===== config.mk =====
export PLATFORM = sky130hd
export DESIGN_NAME = spi_cmd_queue
export DESIGN_NICKNAME = d
export VERILOG_FILES = /design/src/rtl/spi_cmd_queue.sv
export SDC_FILE = /design/constraint.sdc
export NUM_CORES = 1
export LEC_CHECK = 0
export ABC_AREA = 1
export CORE_MARGIN = 1
export CORE_UTILIZATION = 63
export CTS_CLUSTER_SIZE = 40
export DETAILED_ROUTE_END_ITERATION = 8
export PLACE_DENSITY_LB_ADDON = 0.12
export SLEW_MARGIN = 30
export SYNTH_ARGS = -nofsm -noshare
export SYNTH_HDL_FRONTEND = slang
export SYNTH_SLANG_ARGS = --single-unit
export TNS_END_PERCENT = 50

===== constraint.sdc =====
create_clock -name clk -period 3.7 [get_ports clk]
set_clock_uncertainty 0.05 [all_clocks]
set_input_delay 0.74 -clock clk [delete_from_list [all_inputs] [get_ports clk]]
set_output_delay 0.74 -clock clk [all_outputs]
set_load 0.1 [all_outputs]

===== src/rtl/spi_cmd_queue.sv =====
// SPI LCD command queue: buffers CPU-written 10-bit LCD words and issues them to the SPI driver.
// Optional macro SPI_CMDQ_DELAY_EN turns {2'b11, n} entries into n*DELAY_UNIT-clock waits.

module spi_cmd_queue #(
    parameter int DEPTH      = 16,
    parameter int AW         = 4,
    parameter int GAP_CYCLES = 25,
    parameter int DELAY_UNIT = 62500
) (
    input  logic        clk,
    input  logic        reset_,
    input  logic        wr_en,
    input  logic [9:0]  wr_data,
    input  logic        clr_ovf,
    input  logic        spi_cs_,
    output logic        spi_start,
    output logic [9:0]  spi_din,
    output logic [31:0] status,
    output logic        busy
);

    localparam int          CW       = ($clog2(GAP_CYCLES + 1) < 3) ? 3 : $clog2(GAP_CYCLES + 1);
    localparam logic [AW:0] FULL_CNT = (AW+1)'(DEPTH);
`ifdef SPI_CMDQ_DELAY_EN
    localparam int          DW       = $clog2(255 * DELAY_UNIT + 1);
`endif

    typedef enum logic [2:0] {
        IDLE,
        ISSUE,
        WAIT_LO,
        WAIT_HI,
        GAP
`ifdef SPI_CMDQ_DELAY_EN
        ,
        DELAY
`endif
    } state_t;

    state_t        state_reg, state_next;
    logic [9:0]    mem [DEPTH];
    logic [9:0]    head;
    logic [AW-1:0] wr_ptr_reg, wr_ptr_next;
    logic [AW-1:0] rd_ptr_reg, rd_ptr_next;
    logic [AW:0]   count_reg, count_next;
    logic          ovf_reg, ovf_next;
    logic [CW-1:0] cnt_reg, cnt_next;
    logic          spi_start_reg;
    logic [9:0]    spi_din_reg, spi_din_next;
    logic          full, empty, push, pop, issue;
`ifdef SPI_CMDQ_DELAY_EN
    logic          dly_load;
    logic [DW-1:0] dly_reg, dly_next;
`endif

    if (DEPTH != (1 << AW) || AW > 11 || GAP_CYCLES < 1 || DELAY_UNIT < 1) begin : g_param_check
        $error("spi_cmd_queue: DEPTH must equal 2**AW, AW <= 11, GAP_CYCLES and DELAY_UNIT >= 1");
    end

    assign full  = (count_reg == FULL_CNT);
    assign empty = (count_reg == '0);
    // Space check uses the registered count only, so a same-cycle pop never admits a push.
    assign push  = wr_en && !full;
    assign head  = mem[rd_ptr_reg];

    always_ff @(posedge clk) begin
        if (push) begin
            mem[wr_ptr_reg] <= wr_data;
        end
    end

    // FSM: state register
    always_ff @(posedge clk or negedge reset_) begin
        if (!reset_) begin
            state_reg <= IDLE;
        end else begin
            state_reg <= state_next;
        end
    end

    // FSM: outputs (pop/issue decisions taken in IDLE)
    always_comb begin
        pop   = 1'b0;
        issue = 1'b0;
`ifdef SPI_CMDQ_DELAY_EN
        dly_load = 1'b0;
`endif
        if (state_reg == IDLE && !empty && spi_cs_) begin
            pop = 1'b1;
`ifdef SPI_CMDQ_DELAY_EN
            if (head[9:8] == 2'b11) begin
                dly_load = 1'b1;
            end else begin
                issue = 1'b1;
            end
`else
            issue = 1'b1;
`endif
        end
    end

    // FSM: next state
    always_comb begin
        state_next = state_reg;
        case (state_reg)
            IDLE: begin
                if (issue) begin
                    state_next = ISSUE;
                end
`ifdef SPI_CMDQ_DELAY_EN
                else if (dly_load) begin
                    state_next = DELAY;
                end
`endif
            end
            // Power-on words keep cs_ high forever, so there is no transfer to wait for.
            ISSUE:   state_next = spi_din_reg[9] ? GAP : WAIT_LO;
            WAIT_LO: begin
                if (!spi_cs_) begin
                    state_next = WAIT_HI;
                end else if (cnt_reg == CW'(3)) begin
                    state_next = GAP;
                end
            end
            WAIT_HI: begin
                if (spi_cs_) begin
                    state_next = GAP;
                end
            end
            GAP: begin
                if (cnt_reg == CW'(GAP_CYCLES - 1)) begin
                    state_next = IDLE;
                end
            end
`ifdef SPI_CMDQ_DELAY_EN
            DELAY: begin
                if (dly_reg <= DW'(1)) begin
                    state_next = IDLE;
                end
            end
`endif
            default: state_next = IDLE;
        endcase
    end

    // Shared cycle counter for the WAIT_LO timeout and GAP; restarts on every state change.
    always_comb begin
        cnt_next = '0;
        if (state_next == state_reg && (state_reg == WAIT_LO || state_reg == GAP)) begin
            cnt_next = cnt_reg + CW'(1);
        end
    end

    always_comb begin
        wr_ptr_next  = wr_ptr_reg;
        rd_ptr_next  = rd_ptr_reg;
        count_next   = count_reg;
        ovf_next     = ovf_reg;
        spi_din_next = spi_din_reg;
        if (push) begin
            wr_ptr_next = wr_ptr_reg + AW'(1);
        end
        if (pop) begin
            rd_ptr_next = rd_ptr_reg + AW'(1);
        end
        case ({push, pop})
            2'b10:   count_next = count_reg + (AW+1)'(1);
            2'b01:   count_next = count_reg - (AW+1)'(1);
            default: count_next = count_reg;
        endcase
        if (wr_en && full) begin
            ovf_next = 1'b1;
        end else if (clr_ovf) begin
            ovf_next = 1'b0;
        end
        if (issue) begin
            spi_din_next = head;
        end
    end

`ifdef SPI_CMDQ_DELAY_EN
    always_comb begin
        dly_next = dly_reg;
        if (dly_load) begin
            dly_next = DW'(head[7:0]) * DW'(DELAY_UNIT);
        end else if (state_reg == DELAY && dly_reg != '0) begin
            dly_next = dly_reg - DW'(1);
        end
    end

    always_ff @(posedge clk or negedge reset_) begin
        if (!reset_) begin
            dly_reg <= '0;
        end else begin
            dly_reg <= dly_next;
        end
    end
`endif

    always_ff @(posedge clk or negedge reset_) begin
        if (!reset_) begin
            wr_ptr_reg    <= '0;
            rd_ptr_reg    <= '0;
            count_reg     <= '0;
            ovf_reg       <= 1'b0;
            cnt_reg       <= '0;
            spi_start_reg <= 1'b0;
            spi_din_reg   <= '0;
        end else begin
            wr_ptr_reg    <= wr_ptr_next;
            rd_ptr_reg    <= rd_ptr_next;
            count_reg     <= count_next;
            ovf_reg       <= ovf_next;
            cnt_reg       <= cnt_next;
            spi_start_reg <= issue;
            spi_din_reg   <= spi_din_next;
        end
    end

    assign spi_start = spi_start_reg;
    assign spi_din   = spi_din_reg;
    assign busy      = (state_reg != IDLE) || !empty;

    assign status[31:16] = 16'h0;
    assign status[15]    = ovf_reg;
    assign status[14]    = busy;
    assign status[13]    = full;
    assign status[12]    = empty;

    genvar gi;
    for (gi = 0; gi < 12; gi++) begin : g_status_count
        if (gi <= AW) begin : g_cnt
            assign status[gi] = count_reg[gi];
        end else begin : g_pad
            assign status[gi] = 1'b0;
        end
    end

endmodule

Run 1, wires at chosen ports, followed through buffers:
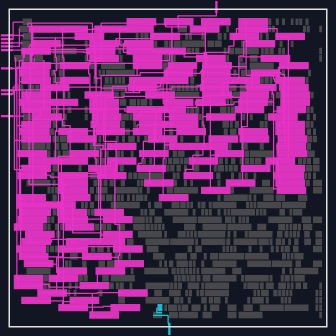
port	colour	direction	end cells	buffers	wire
wr_data	magenta	input	160	10	2910 microns
clr_ovf	cyan	input	1	1	13.6 microns

Run 1, metal layers overlaid:
Scale bar: 20 microns.
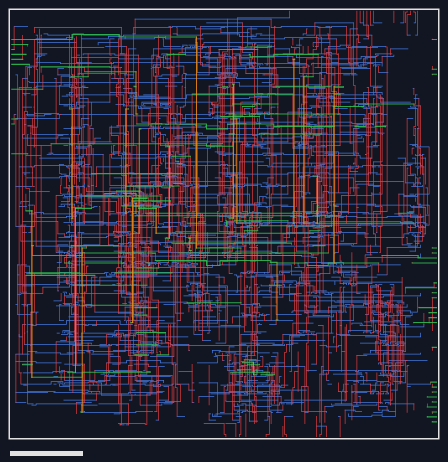
layer	colour	wire length
M3	green	1310 microns
M4	orange	594 microns
M2	red	8230 microns
M1	blue	7200 microns
vias post-DR: 5354
All-Layer GR Usage: 27.3%

Run 1, drive-strength map:
Scale bar: 20 microns.
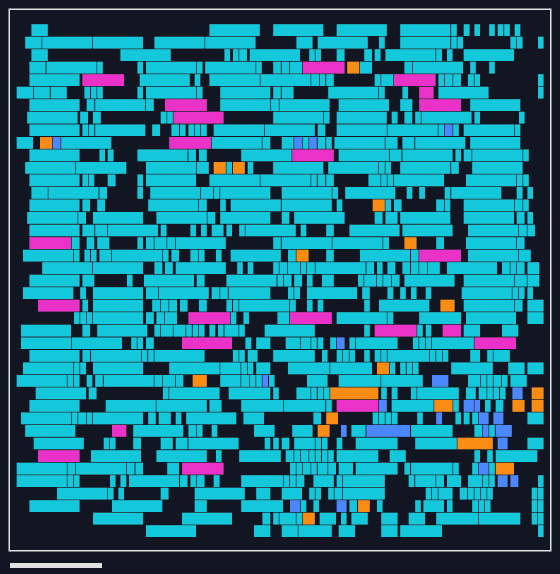
size	colour	cells
x2	blue	24
x3 and x4	orange	21
x6 and larger	magenta	22
x1 and smaller	cyan	688

==> run_results.csv, run 1 <==
group,metric,value,unit
outcome,status,"finished, final reports clean",
power_and_ir_drop,p_int,0.00450,W
critical_path,worstPathCellList,"clkdlybuf4s50_1",
detailed_routing,routed_wl,17300,microns
cells_and_area,logic_area,0.00224,sq mm
cells_and_area,largest_reg_flops,160,
placed_design,place_inst,895,
timing,clock.fmax,354,MHz
timing,slew_violations,0,
critical_path,worstSetupPathType,"reg2out",
synth,ys_area,0.00836,sq mm
critical_path,slowest_delay,1.16,ns
synth,flop_cell,"edfxtp_1",
synth,area_leaders,"edfxtp_1, dfrtp_1, nor2_1",
synth,synth.avg_cell_area,11.7,sq um
global_routing,antenna_found_initial,0,
power_and_ir_drop,fin_total_pwr,0.00785,W
synth,synth-edff-count,160,
critical_path,critPathBufInv,1,
timing,hold_ws,0.215,ns
timing,finalHoldViolations,0,
critical_path,cp_max_fo,5,
power_and_ir_drop,sequentialPowerShare,38.6,%
clock_tree,clock_latency,0.44,ns
global_routing,grt_pass1_vias,4899,
timing,finalSetupViolations,0,
power_and_ir_drop,vdd_ir_drop_max,505,uV
floorplanning,core_area,0.0128,sq mm
global_routing,overflow,0,
min_path,hp-class,"in2async",
critical_path,r2r_end,"count_reg[4]$_DFFE_PN0P_",
power_and_ir_drop,p_switching,0.00335,W
critical_path,r2r_cells,15,
clock_tree,path_clk_slew,0.07,ns
critical_path,reg2reg_from,"state_reg[1]$_DFF_PN0_",
floorplanning,num_io_pins,59,
cells_and_area,syn2layout_area_growth,10.0,%
floorplanning,die_h,117,microns
cells_and_area,drive_above_1_share,8.87,%
synth,common_cells,"edfxtp_1, nor2_1, nand2_1, o21ai_0, o211ai_1",
synth,async_flop_share,17.1,%
synth,yosys_cells,717,
critical_path,endpoint_kind,"primary output",
synth,synth.largest_area_cell,"edfxtp_1",
[run 1: how the worst max path moves through the flow]
stage,start,to,slack (ns),cells after the start
5_1_grt,spi_cs_,count_reg[4]$_DFFE_PN0P_,0.73,15
3_3_place_gp,spi_cs_,count_reg[4]$_DFFE_PN0P_,0.53,15
3_5_place_dp,spi_cs_,count_reg[4]$_DFFE_PN0P_,0.46,15
2_1_floorplan,count_reg[1]$_DFFE_PN0P_,status[14],0.35,5
4_1_cts,count_reg[1]$_DFFE_PN0P_,status[1],0.87,1
6_report,count_reg[0]$_DFFE_PN0P_,status[0],0.88,1
[run 1: routing by layer]
metal / wire, microns / vias up / GRT usage [%] / part of all wire, %
met3: 1310 / 47 / 7.83 / 7.5
li1: - / 2498 / - / -
met5: 0 / - / 0 / 0
met2: 8230 / 251 / 42.4 / 47
met1: 7200 / 2558 / 36.2 / 42
met4: 594 / 0 / 12.1 / 3.4
[run 1: cell type report]
class	count	share of cell area [%]
Sequential cell	193	61.2
Multi-Input combinational cell	450	24.3
Clock buffer	17	4.62
Timing Repair Buffer	45	4.46
Tap cell	172	2.34
Clock inverter	15	1.55
Inverter	35	1.48
[run 1: per-stage QoR]
stage / utilization, % / setup slack (ns) / area, sq um
floorplan: - / 0.345 / 8450
CTS: 72.1 / 0.869 / 9210
global placement: 67.6 / 0.532 / 8640
detailed placement: 67.6 / 0.463 / 8640
finish: 72.0 / 0.877 / 9200
global route: 72.0 / 0.732 / 9200
[run 1: cell usage in the layout (no fill, tap or decap), types with 12 or more instances in the layout]
cell type,count
o211ai_1,41
clkdlybuf4s50_1,30
dfrtp_1,31
o21ai_1,12
inv_1,29
nand2_1,75
nand3_1,27
nor2_1,152
buf_4,14
clkbuf_16,17
o21ai_0,75
edfxtp_1,160
conb_1,23
[run 1: kinds of logic after synthesis]
group                    synth area share, %
AND-OR/OR-AND                           9.14
XOR/XNOR                                1.15
adder cells (fa/ha/maj)                 1.88
buffers and inverters                   6.93
flip-flops                              67.3
other                                 0.0448
AND/OR/NAND/NOR                         13.5
[run 1: power groups by stage]
stage | Clock (W) | Combinational [W] | Sequential, W
2_1_floorplan | 0 | 0.00195 | 0.00347
3_3_place_gp | 0 | 0.00297 | 0.00305
3_5_place_dp | 0 | 0.00303 | 0.00306
4_1_cts | 0.00179 | 0.00305 | 0.00302
5_1_grt | 0.00187 | 0.00333 | 0.00307
6_report | 0.00177 | 0.00306 | 0.00303
## Run 2: what changed since run 1
- CORE_UTILIZATION: 63 -> 53
- clock period: 3.7 -> 2.3 ns (I/O delays scaled with it)
Run 2, clock wiring as the flow saved it:
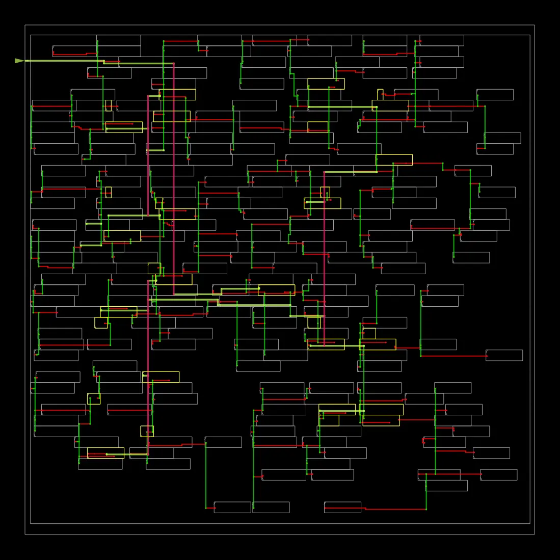
clk latency late pin: 0.43 ns
TritonCTS Sinks: 193

Run 2, metal layers overlaid:
Scale bar: 50 microns.
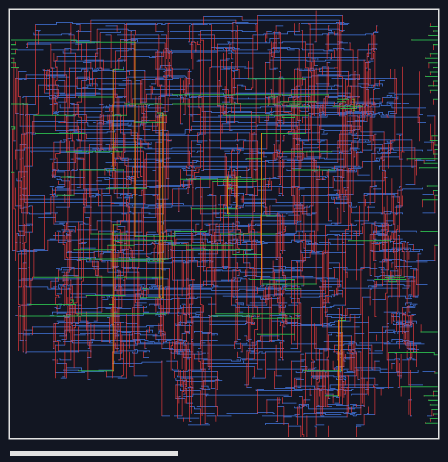
layer	colour	wire length
M1	blue	7720 microns
M3	green	1050 microns
M2	red	8670 microns
M4	orange	346 microns
All-Layer GR Usage: 23.1%
WL/cell: 17.8 microns
vias post-DR: 5425
Routed Wire Length: 17800 microns

Run 2, drive-strength map:
Scale bar: 50 microns.
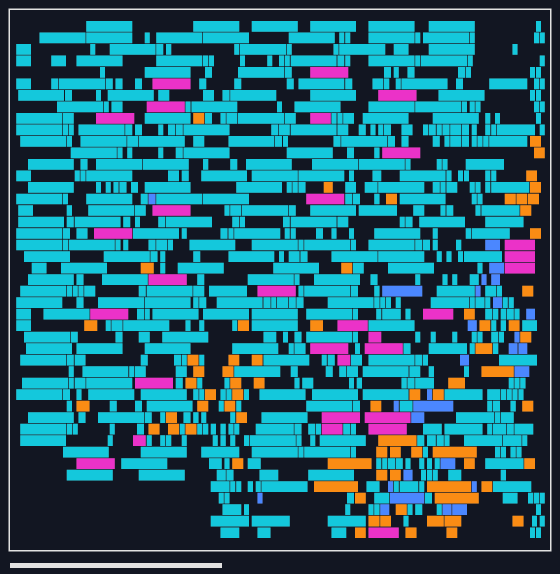
size	colour	cells
x6 and larger	magenta	30
x3 and x4	orange	72
x2	blue	28
x1 and smaller	cyan	656
PnR worst setup slack: 0.0295 ns
final instance area: 0.00960 sq mm

==> run 2 against run 1 <==
Via count rose by 1.3%. Global-route usage fell by 4.2 points. Critical path type is now reg2reg. Largest cell class unchanged. Sequential share of layout area fell by 2.4 points. Sequential power rose by 55%. Largest power group unchanged.
==> run_results.csv, run 2 <==
group,metric,value,unit
critical_path,slowest_delay,0.52,ns
placed_design,place_inst,962,
clock_tree,path_clk_slew,0.07,ns
global_routing,antenna_found_initial,0,
synth,yosys_cells,717,
critical_path,cp_max_fo,4,
floorplanning,die-area,0.0163,sq mm
timing,finalSetupViolations,0,
synth,area_leaders,"edfxtp_1, dfrtp_1, nor2_1",
timing,slew_violations,0,
floorplanning,fp_util,54.6,%
critical_path,critPathBufInv,2,
cells_and_area,drive_above_1_share,16.5,%
critical_path,endpoint_kind,"flip-flop",
detailed_routing,drc,0,
critical_path,cp.required,2.57,ns
global_routing,overflow,0,
floorplanning,die_h,128,microns
cells_and_area,logic_area,0.00229,sq mm
critical_path,worstPathCellList,"nor2_4 > nand3_2 > nand2_4 > inv_2 > ha_4 > buf_4 > ha_1 > nand2_2 > a21oi_2 > o21ai_0 > nand3_2 > xor2_1",
critical_path,crit_family,"flip-flops",
cells_and_area,syn2layout_area_growth,14.8,%
power_and_ir_drop,vdd_ir_drop_max,929,uV
synth,synth.avg_cell_area,11.7,sq um
placed_design,routabilityCongestion,0.814,
cells_and_area,final_cell_mix,"edfxtp_1, nor2_1, nand2_1, o21ai_0, buf_4",
timing,clock.fmax,440,MHz
global_routing,grt_pass1_vias,5411,
synth,synth.most_common_cell,"edfxtp_1",
cells_and_area,final_common_cell,"edfxtp_1",
synth,ys_area,0.00836,sq mm
critical_path,path_common_cell,"nand3_2",
critical_path,worstSetupPathType,"reg2reg",
synth,syn_inst,717,
floorplanning,num_io_pins,59,
power_and_ir_drop,p_per_area,1350,mW/mm^2
synth,synth.largest_area_cell,"edfxtp_1",
critical_path,cp.arrival,2.54,ns
timing,finalHoldViolations,0,
synth,common_cells,"edfxtp_1, nor2_1, nand2_1, o21ai_0, o211ai_1",
floorplanning,core_area,0.0153,sq mm
clock_tree,cts_max_path_buffers,2,
min_path,hp-class,"in2async",
outcome,status,"finished, final reports clean",
synth,flop_cell,"edfxtp_1",
cells_and_area,utilization,62.7,%
cells_and_area,register_area,0.00565,sq mm
run,warning_count,32,
synth,synth-edff-count,160,
cells_and_area,largest_reg_flops,160,
synth,async_flop_share,17.1,%
run,cap_viol_max_count,0,
-- run 2: cell types whose count changed in the layout (fill, tap and decap cells not counted), moves of 4 or more --
cell	delta
buf_12	+6
clkinv_2	-4
dfrtp_4	+4
dfrtp_1	-5
buf_4	+42
clkdlybuf4s50_1	-16
-- run 2: kinds of logic (layout without fill, tap and decap cells) --
family          after synthesis  after routing  synth area share, %
fa+ha+maj                    12             12                 1.88
compound gates              132            132                 9.14
buf+inv                      96            143                 6.93
simple gates                272            272                 13.5
other cells                   1             23               0.0448
xor+xnor                     11             11                 1.15
flops                       193            193                 67.3
-- run 2: worst paths after layout --
path	from	end	slack, ns	cells after the start
worst max-delay path	count_reg[2]$_DFFE_PN0P_	count_reg[4]$_DFFE_PN0P_	0.03	12
worst min-delay path	reset_	cnt_reg[0]$_DFF_PN0_	0.39	2
worst max register to register	count_reg[2]$_DFFE_PN0P_	count_reg[4]$_DFFE_PN0P_	0.03	12
worst min register to register	spi_din[6]$_DFFE_PN0P_	spi_din[6]$_DFFE_PN0P_	0.44	2
max in group asynchronous	reset_	count_reg[2]$_DFFE_PN0P_	1.45	2
min in group clk	spi_din[6]$_DFFE_PN0P_	spi_din[6]$_DFFE_PN0P_	0.44	2
-- run 2: area by class of cell --
type                            instances  share of cell area [%]
Sequential cell                       193                    58.8
Multi-Input combinational cell        450                    23.8
Timing Repair Buffer                   76                    7.09
Clock buffer                           23                    5.09
Tap cell                              211                    2.75
Inverter                               35                    1.42
Clock inverter                          9                   0.977
-- run 2: through the flow --
stage	area [sq um]	power [W]	TNS [ns]	hold WS [ns]	setup WS, ns
floorplan	8510	0.00883	-0.158	0.114	-0.0797
global placement	8990	0.00998	-0.395	0.419	-0.248
detailed placement	8990	0.0101	-0.571	0.424	-0.285
CTS	9580	0.0130	0	0.405	0.00619
global route	9600	0.0137	-0.0754	0.431	-0.0754
finish	9600	0.0130	0	0.393	0.0295
-- run 2: what timing repair did --
action / 4_1_cts / 5_1_grt
endpoints found under the setup margin: 0 / 2
gates resized: 0 / 2
setup buffers: 0 / 3
-- run 2: report_power, final --
group | internal, W | total [W] | switching (W)
clock network | 0.00163 | 0.00289 | 0.00126
registers | 0.00437 | 0.00469 | 0.000321
logic | 0.00153 | 0.00539 | 0.00386
-- run 2: per-layer routing --
layer / track usage (%) / part of all wire [%]
met1: 30.0 / 43
met2: 38.9 / 49
met3: 4.02 / 5.9
met4: 9.13 / 1.9
met5: 0 / 0
## Run 3: what changed since run 2
- CORE_MARGIN: 1 -> unset
Run 3, drive-strength map:
Scale bar: 50 microns.
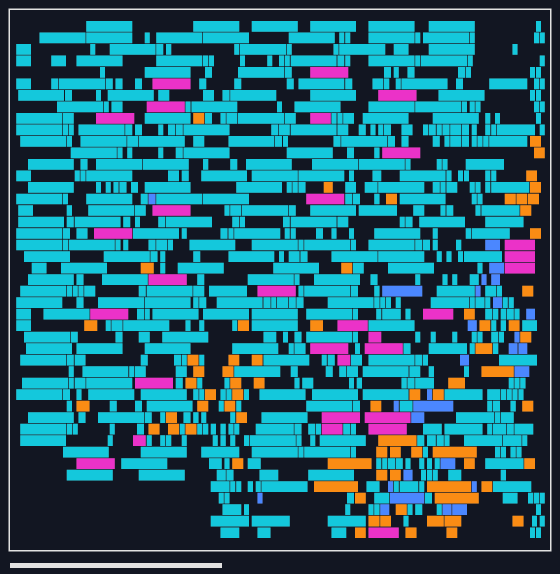
size	colour	cells
x2	blue	28
x1 and smaller	cyan	656
x3 and x4	orange	72
x6 and larger	magenta	30
Buffers, non-clock: 76
Area Overhead vs Synth: 14.8%

Run 3, wires at chosen ports, followed through buffers:
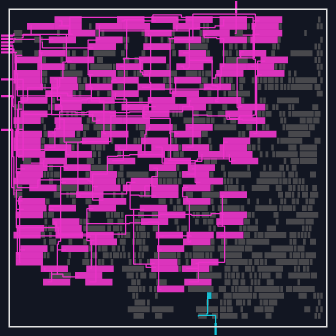
port	colour	direction	end cells	buffers	wire
clr_ovf	cyan	input	1	1	18.8 microns
wr_data	magenta	input	160	10	2370 microns

Run 3, where the registers sit:
Scale bar: 50 microns. Other sequential cells in the stronger grey, the rest of the logic in the fainter grey.
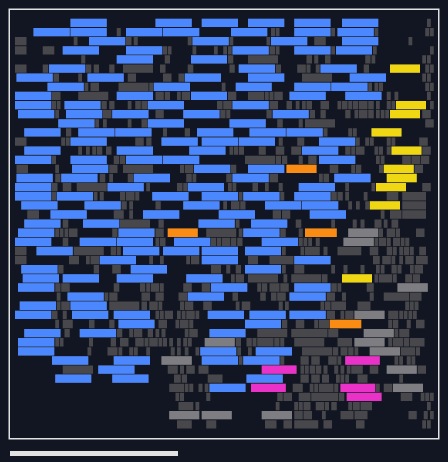
signal	colour	sequential cells
rd_ptr_reg	orange	4
spi_din	yellow	10
count_reg	magenta	5
mem	blue	160

==> run 3 against run 2 <==
Register-to-register slack about the same. Critical path depth unchanged. Via count unchanged. Final cell count unchanged. Synthesized cell count unchanged. Global-route usage unchanged. Critical endpoint unchanged.
==> run_results.csv, run 3 <==
group,metric,value,unit
synth,ys.flops,193,
global_routing,track_usage,23.1,%
synth,ys_sh_simple,13.5,%
timing,finalSetupViolations,0,
synth,common_cells,"edfxtp_1, nor2_1, nand2_1, o21ai_0, o211ai_1",
clock_tree,clock_sinks,193,
timing,setup_tns,0,ns
outcome,status,"finished, final reports clean",
floorplanning,num_io_pins,59,
placed_design,routabilityCongestion,0.814,
critical_path,endpoint_kind,"flip-flop",
floorplanning,die-area,0.0163,sq mm
global_routing,antenna_found_initial,0,
critical_path,cp.required,2.57,ns
synth,area_leaders,"edfxtp_1, dfrtp_1, nor2_1",
floorplanning,core_area,0.0153,sq mm
placed_design,pre_cts_ws,-0.285,ns
synth,ys_area,0.00836,sq mm
clock_tree,path_clk_slew,0.07,ns
clock_tree,cts_max_path_buffers,2,
synth,synthAoiAreaFrac,9.14,%
power_and_ir_drop,vdd_ir_drop_max,929,uV
synth,synth.largest_area_cell,"edfxtp_1",
synth,synthTopLogicFamily,"simple AND/OR/NAND/NOR gates",
timing,finalHoldViolations,0,
timing,clock.fmax,440,MHz
cells_and_area,final_cell_mix,"edfxtp_1, nor2_1, nand2_1, o21ai_0, buf_4",
global_routing,grt_pass1_vias,5411,
run,cap_viol_max_count,0,
synth,synth.most_common_cell,"edfxtp_1",
power_and_ir_drop,p_per_area,1350,mW/mm^2
synth,synth.avg_cell_area,11.7,sq um
detailed_routing,num_vias,5425,
cells_and_area,antenna_cells,0,
cells_and_area,final_common_cell,"edfxtp_1",
placed_design,io_buffer_count,35,
run,warning_count,32,
min_path,hp-class,"in2async",
timing,slew_violations,0,
synth,synth-edff-count,160,
global_routing,overflow,0,
clock_tree,numCtsBuffers,17,
cells_and_area,largest_reg_flops,160,
critical_path,cp.arrival,2.54,ns
critical_path,cp_max_fo,4,
critical_path,worstSetupPathType,"reg2reg",
synth,async_flop_share,17.1,%
timing,timing.final.ws_setup,0.0295,ns
synth,muxShareOfSynthArea,0,%
detailed_routing,routed_wl,17800,microns
synth,flop_cell,"edfxtp_1",
synth,syn_inst,717,
clock_tree,cts_root_buf,"clkbuf_16",
cells_and_area,drive_above_1_share,16.5,%
clock_tree,clock_latency,0.43,ns
synth,fa_ha_area_share,1.88,%
cells_and_area,fin_nets,800,
detailed_routing,drc,0,
cells_and_area,utilization,62.7,%
power_and_ir_drop,fin_total_pwr,0.0130,W
timing,hold_ws,0.393,ns
synth,ys_sh_xor,1.15,%
floorplanning,rows,45,
floorplanning,fp_util,54.6,%
floorplanning,die_h,128,microns
synth,yosys_cells,717,
detailed_routing,wire_per_inst,17.8,microns
[run 3: final timing paths]
| kind | cells after the start | slack (ns) | start | to |
|---|---|---|---|---|
| worst max-delay path | 12 | 0.03 | count_reg[2]$_DFFE_PN0P_ | count_reg[4]$_DFFE_PN0P_ |
| worst min-delay path | 2 | 0.39 | reset_ | cnt_reg[0]$_DFF_PN0_ |
| worst max register to register | 12 | 0.03 | count_reg[2]$_DFFE_PN0P_ | count_reg[4]$_DFFE_PN0P_ |
| worst min register to register | 2 | 0.44 | spi_din[6]$_DFFE_PN0P_ | spi_din[6]$_DFFE_PN0P_ |
| max in group asynchronous | 2 | 1.45 | reset_ | count_reg[2]$_DFFE_PN0P_ |
| min in group clk | 2 | 0.44 | spi_din[6]$_DFFE_PN0P_ | spi_din[6]$_DFFE_PN0P_ |
[run 3: layout make-up]
type                            count  area [sq um]
Fill cell                        1210          5710
Clock inverter                      9          93.8
Timing Repair Buffer               76           681
Multi-Input combinational cell    450          2290
Clock buffer                       23           489
Sequential cell                   193          5650
Tap cell                          211           264
Inverter                           35           136
[run 3: per-stage QoR]
stage | instance area (sq um) | std cells
6_report | 9600 | 997
4_1_cts | 9580 | 994
3_3_place_gp | 8990 | 962
2_1_floorplan | 8510 | 739
5_1_grt | 9600 | 997
3_5_place_dp | 8990 | 962
[run 3: routing by layer]
layer	global-route usage, %	vias up	routed length, microns
li1	-	2546	-
met1	30.0	2658	7720
met2	38.9	192	8670
met3	4.02	29	1050
met4	9.13	0	346
met5	0	-	0
[run 3: logic make-up after synthesis]
kind of cell,Yosys count
AOI/OAI and AO/OA,132
other,1
and+or+nand+nor,272
xor gates and xnor gates,11
buffers and inverters,96
DFF,193
adders and majority gates,12
[run 3: where the power goes]
part / leakage (nW) / total, W / switching, W / internal (W)
Clock: 0.288 / 0.00289 / 0.00126 / 0.00163
Combinational: 1.44 / 0.00539 / 0.00386 / 0.00153
Sequential: 1.85 / 0.00469 / 0.000321 / 0.00437
[run 3: worst max-delay path: stages, from the launching register on]
cell and delay [ns]:
dfrtp_4 0.52, nor2_4 0.13, nand3_2 0.12, nand2_4 0.09, inv_2 0.05, ha_4 0.16, buf_4 0.15, ha_1 0.31
nand2_2 0.09, a21oi_2 0.06, o21ai_0 0.20, nand3_2 0.09, xor2_1 0.15
[run 3: timing repair]
| action | CTS | global route |
|---|---|---|
| gates resized | 0 | 2 |
| buffers inserted | 0 | 3 |
| endpoints found under the setup margin | 0 | 2 |
Power is estimated from default activity; no workload was simulated.
